## config.mk

```make
export PLATFORM = sky130hd
export DESIGN_NAME = branch_predictor
export DESIGN_NICKNAME = d
export VERILOG_FILES = /design/src/rtl/branch_predictor_pkg.sv /design/src/rtl/branch_predictor_sat_counter.sv /design/src/rtl/branch_predictor.sv
export SDC_FILE = /design/constraint.sdc
export NUM_CORES = 2
export LEC_CHECK = 0
export ABC_CLOCK_PERIOD_IN_PS = 50700
export CAP_MARGIN = 30
export CORE_UTILIZATION = 63
export CTS_BUF_LIST = sky130_fd_sc_hd__clkbuf_4 sky130_fd_sc_hd__clkbuf_8 sky130_fd_sc_hd__clkbuf_16
export CTS_CLUSTER_SIZE = 30
export DETAILED_ROUTE_END_ITERATION = 8
export PLACE_DENSITY = 0.92
export SLEW_MARGIN = 40
export SYNTH_ARGS = -nofsm -noshare
export SYNTH_HDL_FRONTEND = slang
export SYNTH_SLANG_ARGS = --single-unit
```

## constraint.sdc

```tcl
create_clock -name clk -period 50.7 [get_ports clk]
set_clock_uncertainty 0.05 [all_clocks]
set_input_delay 12.675 -clock clk [delete_from_list [all_inputs] [get_ports clk]]
set_output_delay 12.675 -clock clk [all_outputs]
set_load 0.02 [all_outputs]
```

## src/rtl/branch_predictor_pkg.sv

```systemverilog
// ============================================================================
//  branch_predictor_pkg : shared types and counter constants for the BTB
//  Rev 1.0
// ============================================================================
`default_nettype none

package common;

    // Default geometry; the predictor itself derives widths from its parameters
    localparam int unsigned BP_DEF_WIDTH    = 32;
    localparam int unsigned BP_DEF_ENTRIES  = 16;
    localparam int unsigned BP_DEF_CTR_BITS = 2;
    localparam int unsigned BP_DEF_TAG_W    = BP_DEF_WIDTH - $clog2(BP_DEF_ENTRIES) - 2;

    typedef struct packed {
        logic                          valid;
        logic [BP_DEF_TAG_W-1:0]       tag;
        logic [BP_DEF_WIDTH-1:0]       target;
        logic [BP_DEF_CTR_BITS-1:0]    ctr;
    } bp_entry_t;

    // Weakly-taken: MSB set, all lower bits clear
    function automatic int unsigned weak_taken(input int unsigned ctr_bits);
        return 32'd1 << (ctr_bits - 1);
    endfunction

    // Weakly-not-taken: one below weakly-taken
    function automatic int unsigned weak_not_taken(input int unsigned ctr_bits);
        return (32'd1 << (ctr_bits - 1)) - 32'd1;
    endfunction

endpackage

`default_nettype wire

```

## src/rtl/branch_predictor_sat_counter.sv

```systemverilog
// ============================================================================
//  sat_counter : up/down saturating counter with parallel load
//  Rev 1.0
// ============================================================================
`default_nettype none

module sat_counter #(
    parameter int unsigned          CTR_BITS = 2,
    parameter logic [CTR_BITS-1:0]  RST_VAL  = '0
) (
    input  logic                  clk,
    input  logic                  rst,
    input  logic                  inc_i,
    input  logic                  dec_i,
    input  logic                  load_i,
    input  logic [CTR_BITS-1:0]   load_val_i,
    output logic [CTR_BITS-1:0]   ctr_o
);

    logic [CTR_BITS-1:0] ctr_q;
    logic [CTR_BITS-1:0] ctr_d;

    always_comb begin
        ctr_d = ctr_q;
        if (load_i) begin
            ctr_d = load_val_i;
        end else if (inc_i) begin
            if (ctr_q != {CTR_BITS{1'b1}}) ctr_d = ctr_q + 1'b1;
        end else if (dec_i) begin
            if (ctr_q != '0) ctr_d = ctr_q - 1'b1;
        end
    end

    always_ff @(posedge clk or posedge rst) begin
        if (rst) ctr_q <= RST_VAL;
        else     ctr_q <= ctr_d;
    end

    assign ctr_o = ctr_q;

endmodule

`default_nettype wire

```

## src/rtl/branch_predictor.sv

```systemverilog
// ============================================================================
//  branch_predictor : direct-mapped BTB with per-entry direction counters
//  Optional statistics outputs under BRANCH_PREDICTOR_STATS_EN.  Rev 1.0
// ============================================================================
`default_nettype none

module branch_predictor
    import common::*;
#(
    parameter int unsigned WIDTH    = 32,
    parameter int unsigned ENTRIES  = 16,
    parameter int unsigned CTR_BITS = 2
) (
    input  logic              clk,
    input  logic              rst,
    input  logic [WIDTH-1:0]  lookup_pc,
    output logic              pred_hit,
    output logic              pred_taken,
    output logic [WIDTH-1:0]  pred_next_pc,
    input  logic              upd_valid,
    input  logic [WIDTH-1:0]  upd_pc,
    input  logic              upd_taken,
    input  logic [WIDTH-1:0]  upd_target,
`ifdef BRANCH_PREDICTOR_STATS_EN
    output logic [31:0]       stat_updates,
    output logic [31:0]       stat_mispredicts,
`endif
    input  logic              flush
);

    localparam int unsigned IDX   = $clog2(ENTRIES);
    localparam int unsigned TAG_W = WIDTH - IDX - 2;
    localparam logic [CTR_BITS-1:0] CTR_WEAK_T  = CTR_BITS'(weak_taken(CTR_BITS));
    localparam logic [CTR_BITS-1:0] CTR_WEAK_NT = CTR_BITS'(weak_not_taken(CTR_BITS));

    typedef struct packed {
        logic                 valid;
        logic [TAG_W-1:0]     tag;
        logic [WIDTH-1:0]     target;
        logic [CTR_BITS-1:0]  ctr;
    } entry_t;

    logic                 valid_q  [ENTRIES];
    logic                 valid_d  [ENTRIES];
    logic [TAG_W-1:0]     tag_q    [ENTRIES];
    logic [TAG_W-1:0]     tag_d    [ENTRIES];
    logic [WIDTH-1:0]     target_q [ENTRIES];
    logic [WIDTH-1:0]     target_d [ENTRIES];
    logic [CTR_BITS-1:0]  ctr      [ENTRIES];

    logic [IDX-1:0]   lk_idx;
    logic [TAG_W-1:0] lk_tag;
    entry_t           lk_entry;
    logic [IDX-1:0]   up_idx;
    logic [TAG_W-1:0] up_tag;
    entry_t           up_entry;
    logic             up_hit;
    logic             do_upd;

    assign lk_idx   = lookup_pc[IDX+1:2];
    assign lk_tag   = lookup_pc[WIDTH-1:IDX+2];
    assign lk_entry = '{valid: valid_q[lk_idx], tag: tag_q[lk_idx],
                        target: target_q[lk_idx], ctr: ctr[lk_idx]};

    assign pred_hit     = lk_entry.valid && (lk_entry.tag == lk_tag);
    assign pred_taken   = pred_hit && lk_entry.ctr[CTR_BITS-1];
    assign pred_next_pc = pred_taken ? lk_entry.target : lookup_pc + WIDTH'(4);

    assign up_idx   = upd_pc[IDX+1:2];
    assign up_tag   = upd_pc[WIDTH-1:IDX+2];
    assign up_entry = '{valid: valid_q[up_idx], tag: tag_q[up_idx],
                        target: target_q[up_idx], ctr: ctr[up_idx]};
    assign up_hit   = up_entry.valid && (up_entry.tag == up_tag);
    // Flush wins over a coincident update; the update is simply dropped
    assign do_upd   = upd_valid && !flush;

    always_comb begin
        for (int i = 0; i < ENTRIES; i++) begin
            valid_d[i]  = flush ? 1'b0 : valid_q[i];
            tag_d[i]    = tag_q[i];
            target_d[i] = target_q[i];
        end
        if (do_upd && upd_taken) begin
            valid_d[up_idx]  = 1'b1;
            tag_d[up_idx]    = up_tag;
            target_d[up_idx] = upd_target;
        end
    end

    always_ff @(posedge clk or posedge rst) begin
        if (rst) begin
            for (int i = 0; i < ENTRIES; i++) begin
                valid_q[i]  <= 1'b0;
                tag_q[i]    <= '0;
                target_q[i] <= '0;
            end
        end else begin
            for (int i = 0; i < ENTRIES; i++) begin
                valid_q[i]  <= valid_d[i];
                tag_q[i]    <= tag_d[i];
                target_q[i] <= target_d[i];
            end
        end
    end

    generate
        for (genvar g = 0; g < ENTRIES; g++) begin : g_entry
            logic sel;
            assign sel = do_upd && (up_idx == IDX'(g));
            sat_counter #(
                .CTR_BITS (CTR_BITS),
                .RST_VAL  (CTR_WEAK_NT)
            ) u_ctr (
                .clk        (clk),
                .rst        (rst),
                .inc_i      (sel && up_hit && upd_taken),
                .dec_i      (sel && up_hit && !upd_taken),
                .load_i     (sel && !up_hit && upd_taken),
                .load_val_i (CTR_WEAK_T),
                .ctr_o      (ctr[g])
            );
        end
    endgenerate

`ifdef BRANCH_PREDICTOR_STATS_EN
    logic [31:0] stat_upd_q, stat_upd_d;
    logic [31:0] stat_mis_q, stat_mis_d;
    logic        up_pred_t;
    logic        mispred;

    assign up_pred_t = up_hit && up_entry.ctr[CTR_BITS-1];
    assign mispred   = (up_pred_t != upd_taken) ||
                       (up_pred_t && upd_taken && (up_entry.target != upd_target));

    always_comb begin
        stat_upd_d = stat_upd_q;
        stat_mis_d = stat_mis_q;
        if (do_upd) begin
            if (stat_upd_q != 32'hFFFF_FFFF) stat_upd_d = stat_upd_q + 32'd1;
            if (mispred && (stat_mis_q != 32'hFFFF_FFFF)) stat_mis_d = stat_mis_q + 32'd1;
        end
    end

    always_ff @(posedge clk or posedge rst) begin
        if (rst) begin
            stat_upd_q <= '0;
            stat_mis_q <= '0;
        end else begin
            stat_upd_q <= stat_upd_d;
            stat_mis_q <= stat_mis_d;
        end
    end

    assign stat_updates     = stat_upd_q;
    assign stat_mispredicts = stat_mis_q;
`endif

endmodule

`default_nettype wire

```

Fig. 1: the metal 1 layer
Supply wires on this layer in gray.
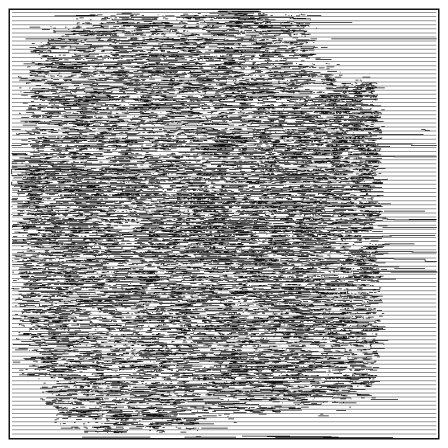
main direction	horizontal
wire length on this layer	51.5 mm
share of all routed wire	36%
nets with wire on the layer	3,303
longest straight run	88.8 um

Fig. 2: signal wires on met2
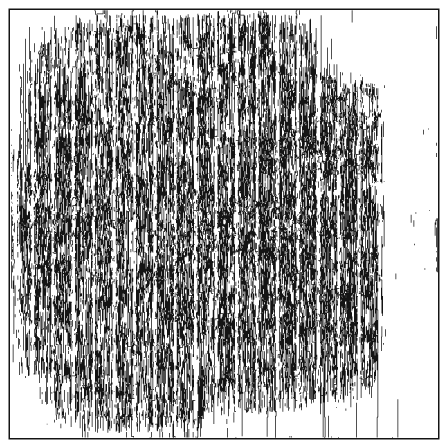
main direction	vertical
wire length on this layer	67.9 mm
share of all routed wire	47%
nets with wire on the layer	3,303
longest straight run	84.0 um

Fig. 3: signal wires on met3
Scale bar: 100 um.
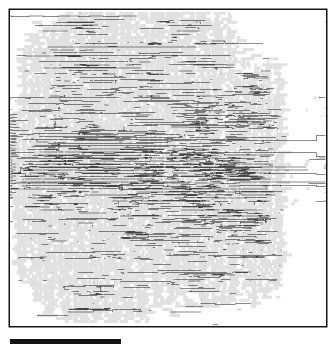
wire length on this layer	17,400 um
longest straight run	181 um
main direction	horizontal
nets with wire on the layer	620
share of all routed wire	12%
met3 Track Usage GR: 0.117
routed vias: 33,200
final WL: 144,000 um

==> flow_metrics.tcl <==
# collected from the flow reports
set metrics [dict create \
    status "completed" \
    aoi_share 0.0322 \
    vias_per_cell 7.32 \
    edf_count 0 \
    warning_count 34 \
    path_max_fanout 107 \
    p_leak_nw 25.1 \
    drt_iter0_drc 4158 \
    grt_pass1_wl_um 219000 \
    cts_setup_buffers 0 \
    yosys.area_share.xor_xnor 0.0181 \
    finalCritPeriodShare 0.599 \
    synthMuxAreaShare 0.400 \
    setup_viol 0 \
    end_kind "output pin" \
    avgSynthCellArea_um2 14.6 \
    min_from "target_q[34]$_DFFE_PP0P_" \
    fp_nets 3545 \
    final_area_mm2 0.0559 \
    max_freq_mhz 32.9 \
    hold_viol 0 \
    layout_top_cells "979 x mux2_2, 960 x dfrtp_1, 336 x mux4_2, 139 x mux2i_1, 122 x clkdlybuf4s50_1" \
    area.growth.synth_to_final_pct 11.1 \
    cts.sinks 976 \
    cts_tree "built" \
    worstPathRequired_ns 37.97 \
    adder_share 0.000249 \
    cts_root_buffer "clkbuf_16" \
    clk_path_buf_depth 3 \
    slew_violations 0 \
    synthFlopType "dfrtp_1" \
    fin_ws_ns 20.32 \
    critPathLaunchType "input pin" \
    ys.flops 976 \
    dr.pass1.iters 8 \
]
Fig. 4: M4 wires
Supply wires on this layer in gray.
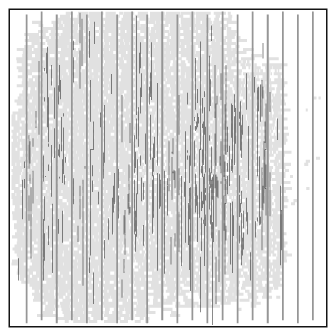
share of all routed wire	5.1%
main direction	vertical

Fig. 5: clock routing
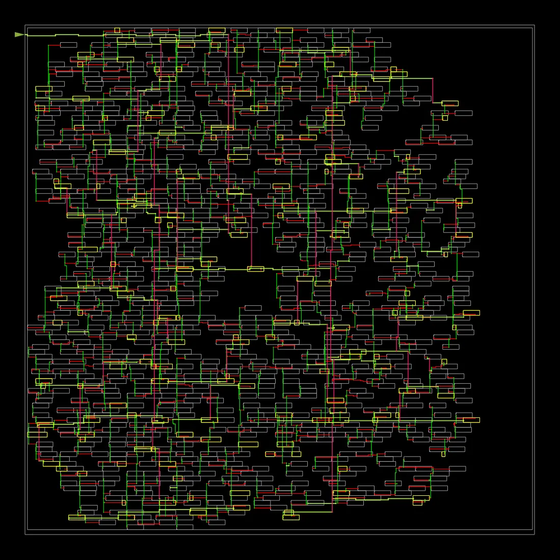
clk_buf instances: 150
Num CTS Buffers: 97
Insertion Delay late pin: 0.69 ns
power in the clock group: 0.000766 W
flop count: 976

## layer usage
layer / track usage / share of wire / up-vias
li1: - / - / 13000
met1: 0.464 / 0.36 / 17400
met2: 0.548 / 0.47 / 2298
met3: 0.117 / 0.12 / 570
met4: 0.192 / 0.051 / 14
met5: 0 / 0.00067 / -
## synthesized netlist by cell type (all sizes together), types with 17 or more instances
cell,count,area [um2]
and3,17,106
xnor2,69,604
nor3,29,145
dfrtp,960,24000
mux4,340,7670
mux2,979,11000
inv,24,90.1
xor2,35,307
a21oi,23,115
a22oi,18,135
o21ai,41,205
nand3b,19,143
nor2,55,209
nand3,27,135
nor2b,18,113
mux2i,139,1390
nand2,71,267
a31oi,24,150
buf,146,709
clkbuf,187,702
nor4,24,150
## critical path: stages
cell             delay (ns)
buf_8                  0.60
buf_12                 0.53
mux4_2                 0.59
mux2i_1                0.41
mux2i_1                0.16
a2111oi_0              0.43
o2111ai_1              0.19
a2111oi_0              0.35
nand4_1                0.16
buf_4                  0.32
mux2i_1                0.29
clkdlybuf4s50_1        0.69
## area by class of cell
cell class,instances,area [um2],share of cell area
Tap cell,1050,1310,0.0235
Sequential cell,976,24400,0.438
Antenna cell,7,17.5,0.000314
Clock buffer,150,2960,0.0529
Inverter,25,109,0.00195
Timing Repair Buffer,197,2030,0.0363
Multi-Input combinational cell,2108,24500,0.439
Clock inverter,30,473,0.00847
## where the power goes
group	total [W]	switching, W	internal, W
Clock	0.000766	0.000320	0.000446
Combinational	0.000342	0.000157	0.000185
Sequential	0.000955	0.0000730	0.000882
## sequential cells by signal, summed over array words and instances (netlist names)
register / flops
target_q: 512
valid_q: 16
g_entry.u_ctr.ctr_o: 32
tag_q: 416
Power and IR drop assume default switching activity.
